===== config.mk =====
export PLATFORM = sky130hd
export DESIGN_NAME = score_keeper_flat
export DESIGN_NICKNAME = d
export VERILOG_FILES = /design/src/rtl/score_keeper_pkg.sv /design/src/rtl/score_keeper_if.sv /design/src/rtl/score_keeper_font.sv /design/src/rtl/score_keeper.sv /design/src/flat_wrapper.sv
export SDC_FILE = /design/constraint.sdc
export NUM_CORES = 1
export LEC_CHECK = 0
export ABC_AREA = 1
export CAP_MARGIN = 20
export CORE_ASPECT_RATIO = 1.1
export CORE_MARGIN = 4
export CORE_UTILIZATION = 49
export CTS_BUF_LIST = sky130_fd_sc_hd__clkbuf_4
export CTS_CLUSTER_DIAMETER = 150
export DETAILED_ROUTE_END_ITERATION = 10
export GPL_ROUTABILITY_DRIVEN = 0
export PLACE_DENSITY = 0.78
export SLEW_MARGIN = 20
export SYNTH_ARGS = -nofsm -noshare
export SYNTH_HDL_FRONTEND = slang
export SYNTH_HIERARCHICAL = 1
export SYNTH_SLANG_ARGS = --single-unit

===== constraint.sdc =====
create_clock -name clk_i -period 2.1 [get_ports clk_i]
set_clock_uncertainty 0.2 [all_clocks]
set_input_delay 0.315 -clock clk_i [delete_from_list [all_inputs] [get_ports clk_i]]
set_output_delay 0.315 -clock clk_i [all_outputs]
set_load 0.01 [all_outputs]

===== src/rtl/score_keeper_pkg.sv =====
// Shared types and the digit font for the score keeper and its renderer.
package score_keeper_pkg;

    localparam int DIGIT_W = 4;
    localparam int SCORE_W = 4;
    localparam int SCORE_H = 5;

    typedef logic [DIGIT_W-1:0]              digit_t;
    typedef logic [SCORE_H-1:0][SCORE_W-1:0] score_t;

    typedef enum logic {
        RUN,
        GAME_OVER
    } state_t;

    // 4x5 glyphs, top row in the most significant nibble.
    localparam score_t FONT [0:9] = '{
        20'hF999F,
        20'h26227,
        20'hF1F8F,
        20'hF171F,
        20'h99F11,
        20'hF8F1F,
        20'hF8F9F,
        20'hF1244,
        20'hF9F9F,
        20'hF9F1F
    };

endpackage


===== src/rtl/score_keeper_if.sv =====
// Event inputs and glyph/status outputs of the score keeper.
interface score_keeper_if
    import score_keeper_pkg::*;
();
    logic   frame_start_i;
    logic   player_goal_i;
    logic   enemy_goal_i;
    logic   new_game_i;
    score_t player_score_o;
    score_t enemy_score_o;
    logic   game_over_o;
    logic   winner_o;

    modport master (
        output frame_start_i, player_goal_i, enemy_goal_i, new_game_i,
        input  player_score_o, enemy_score_o, game_over_o, winner_o
    );

    modport slave (
        input  frame_start_i, player_goal_i, enemy_goal_i, new_game_i,
        output player_score_o, enemy_score_o, game_over_o, winner_o
    );
endinterface


===== src/rtl/score_keeper_font.sv =====
// Digit to glyph lookup; digits outside 0..9 render blank.
module score_font
    import score_keeper_pkg::*;
(
    input  digit_t digit,
    output score_t glyph
);

    // Compare against each legal digit so the table is never indexed out of range.
    always_comb begin
        glyph = '0;
        for (int i = 0; i < 10; i++) begin
            if (digit == digit_t'(i)) glyph = FONT[i];
        end
    end

endmodule


===== src/rtl/score_keeper.sv =====
// Goal counters, end-of-game detection, winner blink and frame-aligned glyph outputs.
module score_keeper
    import score_keeper_pkg::*;
#(
    parameter int unsigned WIN_SCORE    = 9,
    parameter int unsigned BLINK_FRAMES = 16
) (
    input  logic          clk_i,
    input  logic          rst_i,
    score_keeper_if.slave bus
);

    localparam int unsigned BLINK_W = (BLINK_FRAMES > 1) ? $clog2(BLINK_FRAMES) : 1;
    localparam digit_t               WIN_D      = digit_t'(WIN_SCORE);
    localparam logic [BLINK_W-1:0]   BLINK_LAST = BLINK_W'(BLINK_FRAMES - 1);

    state_t             state_q, state_d;
    digit_t             p_cnt_q, p_cnt_d;
    digit_t             e_cnt_q, e_cnt_d;
    logic [BLINK_W-1:0] blink_cnt_q, blink_cnt_d;
    logic               blink_on_q, blink_on_d;
    logic               winner_q, winner_d;
    score_t             p_score_q, e_score_q;
    score_t             p_glyph, e_glyph;
    logic               p_inc, e_inc;

    score_font u_font_player (.digit(p_cnt_q), .glyph(p_glyph));
    score_font u_font_enemy  (.digit(e_cnt_q), .glyph(e_glyph));

    // State, counters and shadow glyphs; glyphs load only on frame start.
    always_ff @(posedge clk_i) begin
        if (rst_i) begin
            state_q     <= RUN;
            p_cnt_q     <= '0;
            e_cnt_q     <= '0;
            blink_cnt_q <= '0;
            blink_on_q  <= 1'b1;
            winner_q    <= 1'b0;
            p_score_q   <= FONT[0];
            e_score_q   <= FONT[0];
        end else begin
            state_q     <= state_d;
            p_cnt_q     <= p_cnt_d;
            e_cnt_q     <= e_cnt_d;
            blink_cnt_q <= blink_cnt_d;
            blink_on_q  <= blink_on_d;
            winner_q    <= winner_d;
            if (bus.frame_start_i) begin
                // blink_on_q is only ever low in GAME_OVER, so no state check needed.
                p_score_q <= (!blink_on_q && !winner_q) ? '0 : p_glyph;
                e_score_q <= (!blink_on_q &&  winner_q) ? '0 : e_glyph;
            end
        end
    end

    // Next state: scoring in RUN, blink timing in GAME_OVER, new game overrides both.
    always_comb begin
        state_d     = state_q;
        p_cnt_d     = p_cnt_q;
        e_cnt_d     = e_cnt_q;
        blink_cnt_d = blink_cnt_q;
        blink_on_d  = blink_on_q;
        winner_d    = winner_q;
        p_inc       = bus.player_goal_i && (p_cnt_q < WIN_D);
        e_inc       = bus.enemy_goal_i  && (e_cnt_q < WIN_D);

        case (state_q)
            RUN: begin
                p_cnt_d = p_cnt_q + digit_t'(p_inc);
                e_cnt_d = e_cnt_q + digit_t'(e_inc);
                if ((p_cnt_d == WIN_D) || (e_cnt_d == WIN_D)) begin
                    state_d     = GAME_OVER;
                    winner_d    = (p_cnt_d != WIN_D);
                    blink_cnt_d = '0;
                    blink_on_d  = 1'b1;
                end
            end
            GAME_OVER: begin
                if (bus.frame_start_i) begin
                    if (blink_cnt_q == BLINK_LAST) begin
                        blink_cnt_d = '0;
                        blink_on_d  = !blink_on_q;
                    end else begin
                        blink_cnt_d = blink_cnt_q + BLINK_W'(1);
                    end
                end
            end
            default: state_d = RUN;
        endcase

        if (bus.new_game_i) begin
            state_d     = RUN;
            p_cnt_d     = '0;
            e_cnt_d     = '0;
            winner_d    = 1'b0;
            blink_cnt_d = '0;
            blink_on_d  = 1'b1;
        end
    end

    assign bus.player_score_o = p_score_q;
    assign bus.enemy_score_o  = e_score_q;
    assign bus.game_over_o    = (state_q == GAME_OVER);
    assign bus.winner_o       = winner_q;

endmodule


===== src/flat_wrapper.sv =====
// flat-port wrapper written by rule: the top's interface ports become plain ports
module score_keeper_flat import score_keeper_pkg::*;
#(
    parameter int unsigned WIN_SCORE    = 9,
    parameter int unsigned BLINK_FRAMES = 16
)
  (clk_i, rst_i, bus_frame_start_i, bus_player_goal_i, bus_enemy_goal_i, bus_new_game_i, bus_player_score_o, bus_enemy_score_o, bus_game_over_o, bus_winner_o);
  score_keeper_if bus_i ();
  input  logic clk_i;
  input  logic rst_i;
  input wire logic [$bits(bus_i.frame_start_i)-1:0] bus_frame_start_i;
  input wire logic [$bits(bus_i.player_goal_i)-1:0] bus_player_goal_i;
  input wire logic [$bits(bus_i.enemy_goal_i)-1:0] bus_enemy_goal_i;
  input wire logic [$bits(bus_i.new_game_i)-1:0] bus_new_game_i;
  output wire logic [$bits(bus_i.player_score_o)-1:0] bus_player_score_o;
  output wire logic [$bits(bus_i.enemy_score_o)-1:0] bus_enemy_score_o;
  output wire logic [$bits(bus_i.game_over_o)-1:0] bus_game_over_o;
  output wire logic [$bits(bus_i.winner_o)-1:0] bus_winner_o;
  assign bus_i.frame_start_i = bus_frame_start_i;
  assign bus_i.player_goal_i = bus_player_goal_i;
  assign bus_i.enemy_goal_i = bus_enemy_goal_i;
  assign bus_i.new_game_i = bus_new_game_i;
  assign bus_player_score_o = bus_i.player_score_o;
  assign bus_enemy_score_o = bus_i.enemy_score_o;
  assign bus_game_over_o = bus_i.game_over_o;
  assign bus_winner_o = bus_i.winner_o;
  score_keeper #(.WIN_SCORE(WIN_SCORE), .BLINK_FRAMES(BLINK_FRAMES)) u_core (.clk_i(clk_i), .rst_i(rst_i), .bus(bus_i));
endmodule

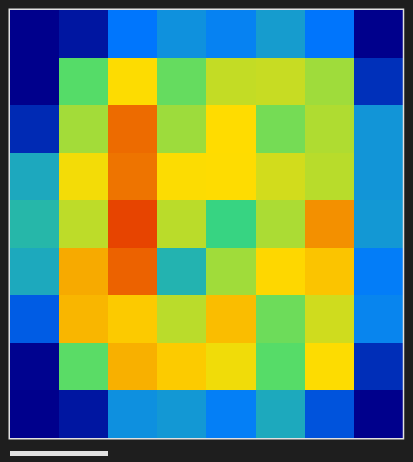
Figure 1: run 1, placement density heat map.
The bar under the picture is 20 um long. The die is cut into 8 by 9 equal tiles; dark blue is low, red is high, 0 to 100% covered.
fullest tile = 92%
mean over tiles = 49%
tiles over 75% full = 18%
Core Util, Final: 0.648
Placeable Area: 0.00547 mm^2
Floorplan Utilization: 0.515

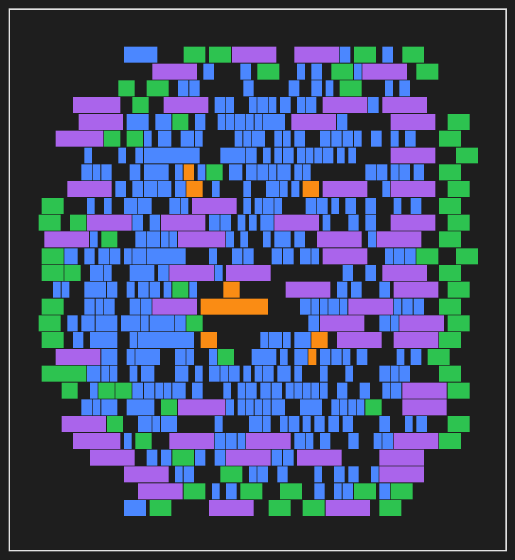
Figure 2: run 1, placement by cell class.
purple -> flip-flops  # cells 55, share of their area 32%
green -> other buffers and delay cells  # cells 67, share of their area 18%
orange -> clock drivers and dummy loads  # cells 8, share of their area 2.2%
blue -> all other logic  # cells 320, share of their area 47%
fraction of area in registers: 0.313
final non-filler cell area: 0.00354 mm^2
FP Rows: 28

==> Table 3: Implementation characteristics, run 1 <==
Physical design parameters

Parameter                              Value

Yosys
  Library cell with the largest summed area after synthesis .................. dfxtp_1
  Number of cell instances after yosys synthesis .................. around 400
  Total of flip-flops plus latches after synthesis .................. 55
  Yosys top cell area share .................. 0.391
  Cell area after synthesis .................. 0.00282 mm^2
  Synthesized instance count .................. 403
  Number of nets at floorplan .................. 414

Final timing
  Final worst path period share .................. 0.964
  Final Hold Slack .................. 0.285 ns
  Clock period minus final worst setup slack .................. ~2.0 ns
  Worst slew margin relative to its limit .................. 0.598
  Finish-stage setup viols .................. 0
  Final worst slack .................. 0.0748 ns
  Final Hold Violation Tally .................. 0

Global route
  Number of antenna violations at the first check in global routing .................. 0
  GRT Util Overall .................. 0.186
  Number of global-route vias before repair .................. roughly 2,400

Placement
  DPL Wire Length .................. 4.63 mm
  Cell count after placement .................. 516

Outcome
  Outcome .................. finished clean

Die
  Top-level port count .................. 48
  Die boundary width .................. ~80 um
  Die extent in y .................. 87.5 um

Cells and area
  Number of antenna repair diodes .................. 0
  Fraction of final layout cells sized beyond drive strength 1 .................. 0.173

Min path
  Hold Crit Endpoint .................. u_core/bus.enemy_score_o[0]
  Depth of the worst hold-timing path .................. 2

Routing
  Drt total wl .................. ~6.3 mm
  Number of violations reported at the end of detailed-routing iteration 0 .................. 134
  Ratio of routed vias to standard cells .................. about 5.2

Worst setup path
  Capture point of the critical path .................. u_core/blink_cnt_q[0]
  Length in cells of the worst reg-to-reg path .................. 12
  Nature of the critical path startpoint .................. flop
  Worst setup slack for register-to-register paths .................. 0.07 ns

CTS
  Clock insertion delay at the later pin of the skew report .................. about 0.36 ns
  Clock buffer count from CTS .................. 5
  Clock Pin Slew Worst Setup and Hold Paths .................. 0.15 ns
  Cts-stage hold buffer count .................. 0

Job
  Total tool warning count .................. 26

Power and ir drop
  Power density of the placed cells .................. roughly 570 mW/mm^2
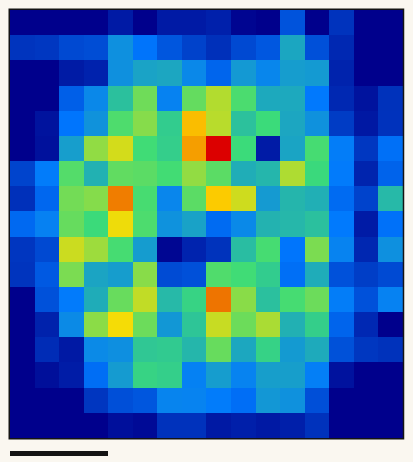
Figure 3: run 1, signal metal coverage by tile.
The bar under the picture is 20 um long. The die is cut into 16 by 17 equal tiles; dark blue is low, red is high, scaled to the fullest tile. Values are wire area over tile area, all layers added.
nearly empty tiles = 15%
mean over tiles = 0.14
tiles over half the peak = 20%
fullest tile = 0.50

run 1: power breakdown:
group          internal, mW  leakage, nW  switching, mW
combinational         0.165         1.03          0.163
sequential             1.09        0.455         0.0250
clock                 0.246       0.0426          0.313
run 1: synthesized netlist by cell type:
master / number
xnor2_1: 1
o21ai_0: 20
buf_2: 6
dfxtp_1: 55
o21bai_1: 1
ha_1: 5
nand4_1: 4
nor2_2: 3
nor2_1: 16
o22ai_1: 2
nand3_1: 61
clkbuf_1: 10
buf_4: 10
buf_1: 2
nand3_2: 3
nand2_1: 86
inv_4: 1
nor2_4: 4
nor3_1: 2
o211ai_1: 2
a21oi_1: 55
nand2_4: 1
nand2_2: 15
inv_1: 27
inv_2: 8
a211oi_1: 1
o21a_1: 2
run 1: final cells by class:
type	count	area, um^2
well taps	75	93.8
repair buffers	67	633
clock buffers	5	37.5
clock inverters	3	38.8
fillers	528	1930
multi-input cells	284	1490
flip-flops and latches	55	1110
inverters	36	138
run 1: kinds of logic after synthesis:
family                   share of synthesized area
AND/OR/NAND/NOR                              0.328
XOR/XNOR                                   0.00311
adder cells (fa/ha/maj)                     0.0222
flip-flops                                   0.391
buffers and inverters                        0.102
AND-OR/OR-AND                                0.154
run 1: worst max-delay path, stage by stage, from the launching register on:
cell	delay, ns
dfxtp_1	0.35
nor3_2	0.19
o21a_1	0.13
ha_1	0.20
ha_4	0.22
inv_2	0.05
nand2_1	0.07
nor2_4	0.13
nand2_4	0.07
nand3_4	0.10
nand3_1	0.10
nand2_2	0.08
nor2_2	0.03
run 1: routing by layer:
metal	vias to the layer above	global-route usage	wire length (um)
li1	1420	-	-
met1	1246	0.250	3040
met2	57	0.313	3020
met3	4	0.0311	226
met4	0	0.0415	53
met5	-	0	0
Figure 4. Routing congestion map (run 1).
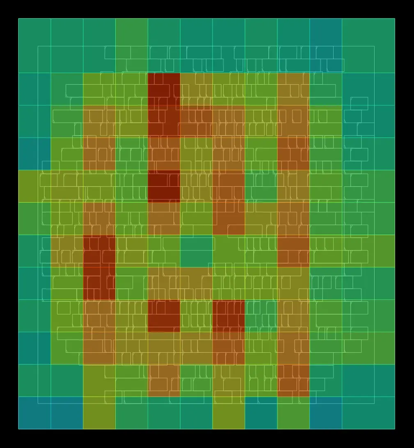

==> inputs of run 2 (changes only) <==
PLACE_DENSITY = 0.75   (was 0.78)
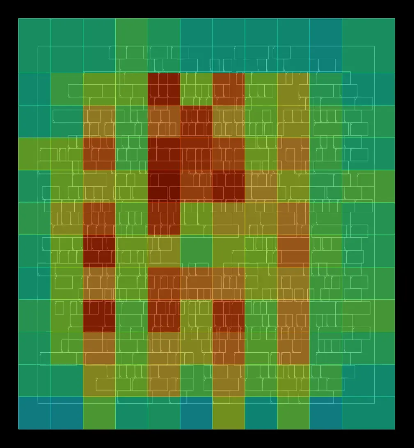
Figure 5: run 2, routing congestion map.
routing usage on met2: 0.334
M3 GR Usage: 0.0352

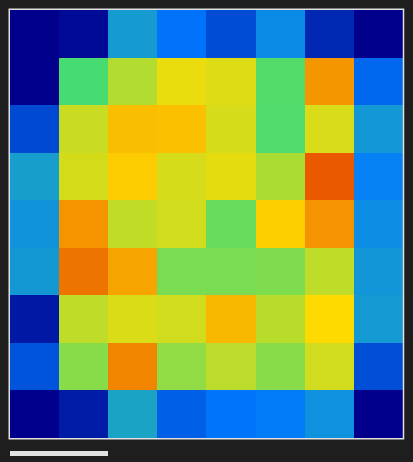
Figure 6: run 2, placement density heat map.
The bar under the picture is 20 um long. The die is cut into 8 by 9 equal tiles; dark blue is low, red is high, 0 to 100% covered.
tiles over 75% full = 18%
mean over tiles = 49%
nearly empty tiles = 6.9%
fullest tile = 90%
Core Util, Final: 0.644

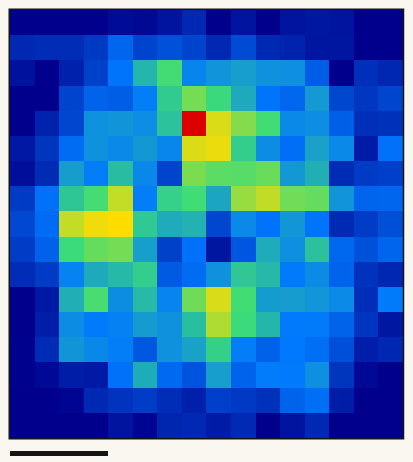
Figure 7: run 2, signal metal coverage by tile.
The bar under the picture is 20 um long. The die is cut into 16 by 17 equal tiles; dark blue is low, red is high, scaled to the fullest tile. Values are wire area over tile area, all layers added.
tiles over half the peak = 11%
mean over tiles = 0.15
nearly empty tiles = 14%
fullest tile = 0.64
drt total wl: 6.48 mm
GRT Util Overall: 0.196
routed length per instance: 12.4 um
number of vias in the routed layout: 2,732

==> Table 3: Implementation characteristics, run 2 <==
Physical design parameters

Parameter                              Value

Yosys
  Cell with the most instances after synthesis .................. nand2_1
  List of most frequent post-synthesis cells .................. 86 x nand2_1, 61 x nand3_1, 55 x a21oi_1, 55 x dfxtp_1, 27 x inv_1
  Library cell with the largest summed area after synthesis .................. dfxtp_1
  Proportion of synthesized flip-flops having asynchronous set or reset .................. 0
  Total of flip-flops plus latches after synthesis .................. 55

Cells and area
  Number of antenna repair diodes .................. 0
  Final non-filler cell area .................. about 0.0035 mm^2
  Sequential Area .................. 0.00111 mm^2

Worst setup path
  Nature of the critical path startpoint .................. flop
  Capture point of the critical path .................. u_core/blink_on_q
  Worst setup slack for register-to-register paths .................. approximately 0.11 ns

Final timing
  Final Hold Violation Tally .................. 0
  Worst slew margin relative to its limit .................. 0.594

CTS
  Clock buffer count from CTS .................. 5
  Clock insertion delay at the later pin of the skew report .................. 0.37 ns

Routing
  Ratio of routed vias to standard cells .................. 5.21
  Number of violations reported at the end of detailed-routing iteration 0 .................. 198

Global route
  Number of antenna violations at the first check in global routing .................. 0

Power and ir drop
  Power density of the placed cells .................. approximately 570 mW/mm^2

Outcome
  Outcome .................. finished clean

Min path
  Hold Crit Endpoint .................. u_core/bus.player_score_o[4]
[run 2: cell counts after synthesis]
No cell type changed its count.
[run 2: worst max-delay path: cells and delay by family, from the launching register on]
| family | cells | cell delay [ns] |
|---|---|---|
| simple gates | 7 | 0.56 |
| fa+ha+maj | 2 | 0.46 |
| flops | 1 | 0.35 |
| compound gates | 1 | 0.18 |
| buf+inv | 2 | 0.14 |
[run 2: repair_timing]
| action | 4_1_cts | 5_1_grt |
|---|---|---|
| endpoints found under the setup margin | 0 | 7 |
| resized | 0 | 10 |
| endpoints found under the hold margin | 0 | 0 |
| setup buffers | 0 | 0 |
[run 2: report_power, final]
group	total, mW	internal (mW)	switching (mW)
clock network	0.573	0.245	0.328
registers	1.12	1.09	0.0248
logic	0.329	0.165	0.164
total	2.02	1.50	0.517
[run 2: cell families after synthesis]
group / count (synthesis) / share of synthesized area
buffers and inverters: 64 / 0.102
adder cells (fa/ha/maj): 5 / 0.0222
AND-OR/OR-AND: 83 / 0.154
AND/OR/NAND/NOR: 195 / 0.328
flip-flops: 55 / 0.391
XOR/XNOR: 1 / 0.00311
[run 2: routing by layer]
| metal | wire length (um) | global-route usage | share of wire | up-vias |
|---|---|---|---|---|
| met5 | 0 | 0 | 0 | - |
| met2 | 3010 | 0.334 | 0.47 | 82 |
| met4 | 67 | 0.0614 | 0.010 | 0 |
| met3 | 377 | 0.0352 | 0.058 | 8 |
| met1 | 3020 | 0.249 | 0.47 | 1229 |
| li1 | - | - | - | 1413 |
[run 2: final cells by class]
cell class / count / share of cell area
Inverter: 36 / 0.0391
Timing Repair Buffer: 67 / 0.183
Multi-Input combinational cell: 284 / 0.415
Sequential cell: 55 / 0.315
Clock inverter: 2 / 0.0107
Tap cell: 75 / 0.0267
Clock buffer: 5 / 0.0107
Figure 8. Sizing map (run 2).
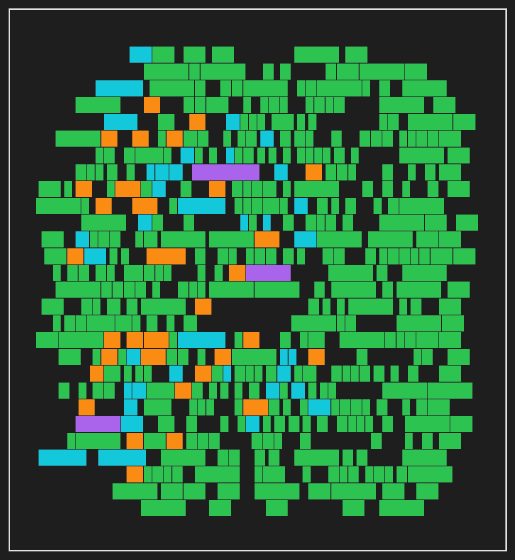

==> inputs of run 3 (changes only) <==
CORE_MARGIN = not set   (was 4)
CTS_BUF_LIST = sky130_fd_sc_hd__clkbuf_8   (was sky130_fd_sc_hd__clkbuf_4)
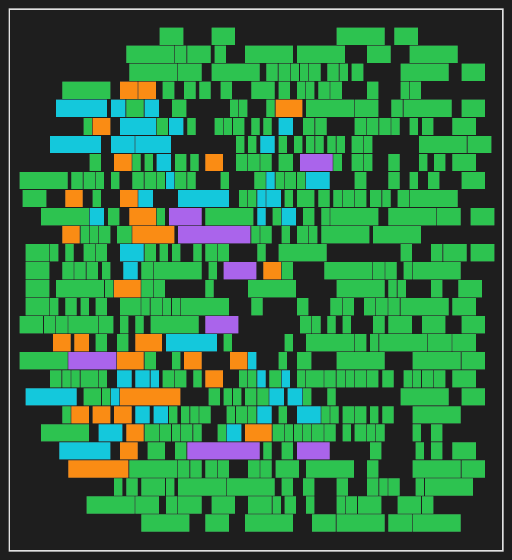
Figure 9: run 3, sizing map.
orange -> drive 3 to 4  # cells 28
green -> drive 1 or less  # cells 372
purple -> drive 6 and up  # cells 8
cyan -> drive 2  # cells 41

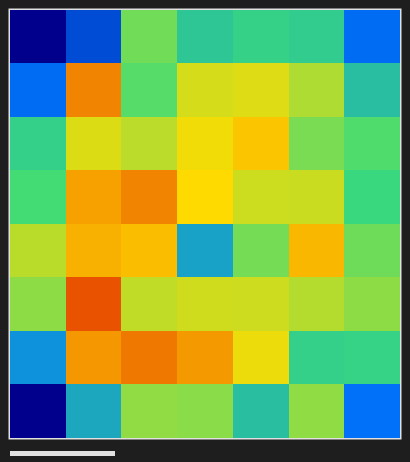
Figure 10: run 3, placement density heat map.
The bar under the picture is 20 um long. The die is cut into 7 by 8 equal tiles; dark blue is low, red is high, 0 to 100% covered.
Core Util, Final: 0.656

==> Table 3: Implementation characteristics, run 3 <==
Physical design parameters

Parameter                              Value

Yosys
  Cell area after synthesis .................. 0.00282 mm^2
  Synthesized instance count .................. 403
  List of most frequent post-synthesis cells .................. 86 x nand2_1, 61 x nand3_1, 55 x a21oi_1, 55 x dfxtp_1, 27 x inv_1

Routing
  Met3 WL .................. approximately 310 um
  Metal1 wirelength .................. ~3.0 mm
  Routed length per instance .................. about 12 um
  Number of vias in the routed layout .................. 2,801

Final timing
  Clock period minus final worst setup slack .................. about 2.0 ns
  Final worst path period share .................. 0.970
  Finish-stage setup viols .................. 0

Global route
  Routing usage on met2 .................. 0.353
  Busiest metal layer after global routing .................. met2

Worst setup path
  Longest individual stage delay on the worst path .................. 0.33 ns
  Length in cells of the worst reg-to-reg path .................. 12
  Critical Path, Cell by Cell .................. nor3_2 -> o21a_1 -> ha_2 -> ha_2 -> inv_1 -> nand2_2 -> nor2_4 -> nand2_2 -> nand2_2 -> nand2_4 -> nand3_1 -> a21oi_1

CTS
  Clock insertion delay at the later pin of the skew report .................. between 0.3 and 0.4 ns
  Cts-stage hold buffer count .................. 0
  Post-CTS sizing .................. 0

Outcome
  Outcome .................. finished clean

Cells and area
  Fraction of final layout cells sized beyond drive strength 1 .................. 0.171

Die
  Placeable Area .................. 0.00547 mm^2
  Top-level port count .................. roughly 48
  FP Rows .................. 28
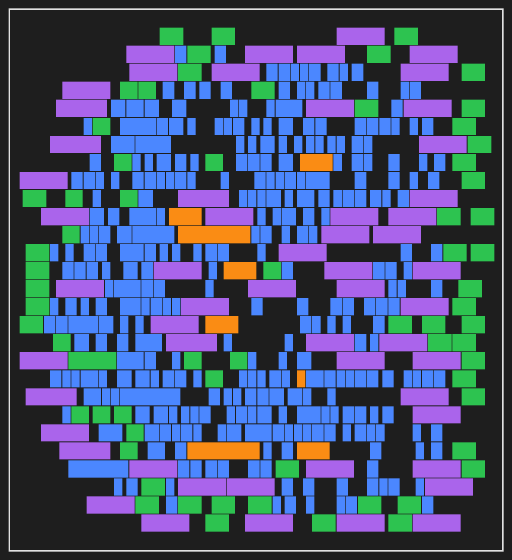
Figure 11: run 3, placement by cell class.
green -> other buffers and delay cells  # cells 66, share of their area 18%
purple -> flip-flops  # cells 55, share of their area 32%
orange -> clock drivers and dummy loads  # cells 8, share of their area 3.8%
blue -> all other logic  # cells 320, share of their area 47%
final non-filler cell area: 0.00359 mm^2
fraction of area in registers: 0.309

==> run 3: cell families after synthesis <==
logic type,Yosys count,share of synthesized area
AOI/OAI and AO/OA,83,0.154
and+or+nand+nor,195,0.328
buffers and inverters,64,0.102
xor gates and xnor gates,1,0.00311
adders and majority gates,5,0.0222
DFF,55,0.391
==> run 3: how the worst max path moves through the flow <==
stage	start	endpoint	depth (start not counted)
floorplan	u_core/p_cnt_q[2]	u_core/blink_on_q	12
global placement	bus_player_goal_i	u_core/blink_cnt_q[0]	12
detailed placement	bus_enemy_goal_i	u_core/blink_cnt_q[0]	12
CTS	u_core/p_cnt_q[0]	u_core/blink_on_q	12
global route	u_core/e_cnt_q[0]	u_core/blink_cnt_q[2]	12
finish	u_core/e_cnt_q[0]	u_core/blink_cnt_q[2]	12
==> run 3: tightest hold or removal path, delay by kind of cell (launching register included) <==
kind	cells	cell delay [ns]
flip-flops	1	0.33
AND-OR/OR-AND	1	0.06
AND/OR/NAND/NOR	1	0.05
==> run 3: stage by stage <==
stage	cells	total power, mW	TNS (ns)
5_1_grt	524	2.35	-0.110
3_3_place_gp	514	1.46	-0.811
4_1_cts	522	2.27	0
3_5_place_dp	514	1.46	-1.06
2_1_floorplan	403	1.33	0
6_report	524	2.26	0
==> run 3: power by group <==
part | internal [mW] | leakage (nW) | switching [mW]
Sequential | 1.09 | 0.455 | 0.0243
Combinational | 0.165 | 1.02 | 0.167
Clock | 0.472 | 0.0695 | 0.337
Total | 1.73 | 1.54 | 0.529
==> run 3: area by class of cell <==
type,instances,area (um^2)
multi-input combinational,284,1490
sequential,55,1110
inverter,36,138
fill,509,1880
clock inverter,3,63.8
clock buffer,5,68.8
tap,75,93.8
timing repair buffer,66,626
Power figures rest on the tool's default switching activity, not on a simulated workload.
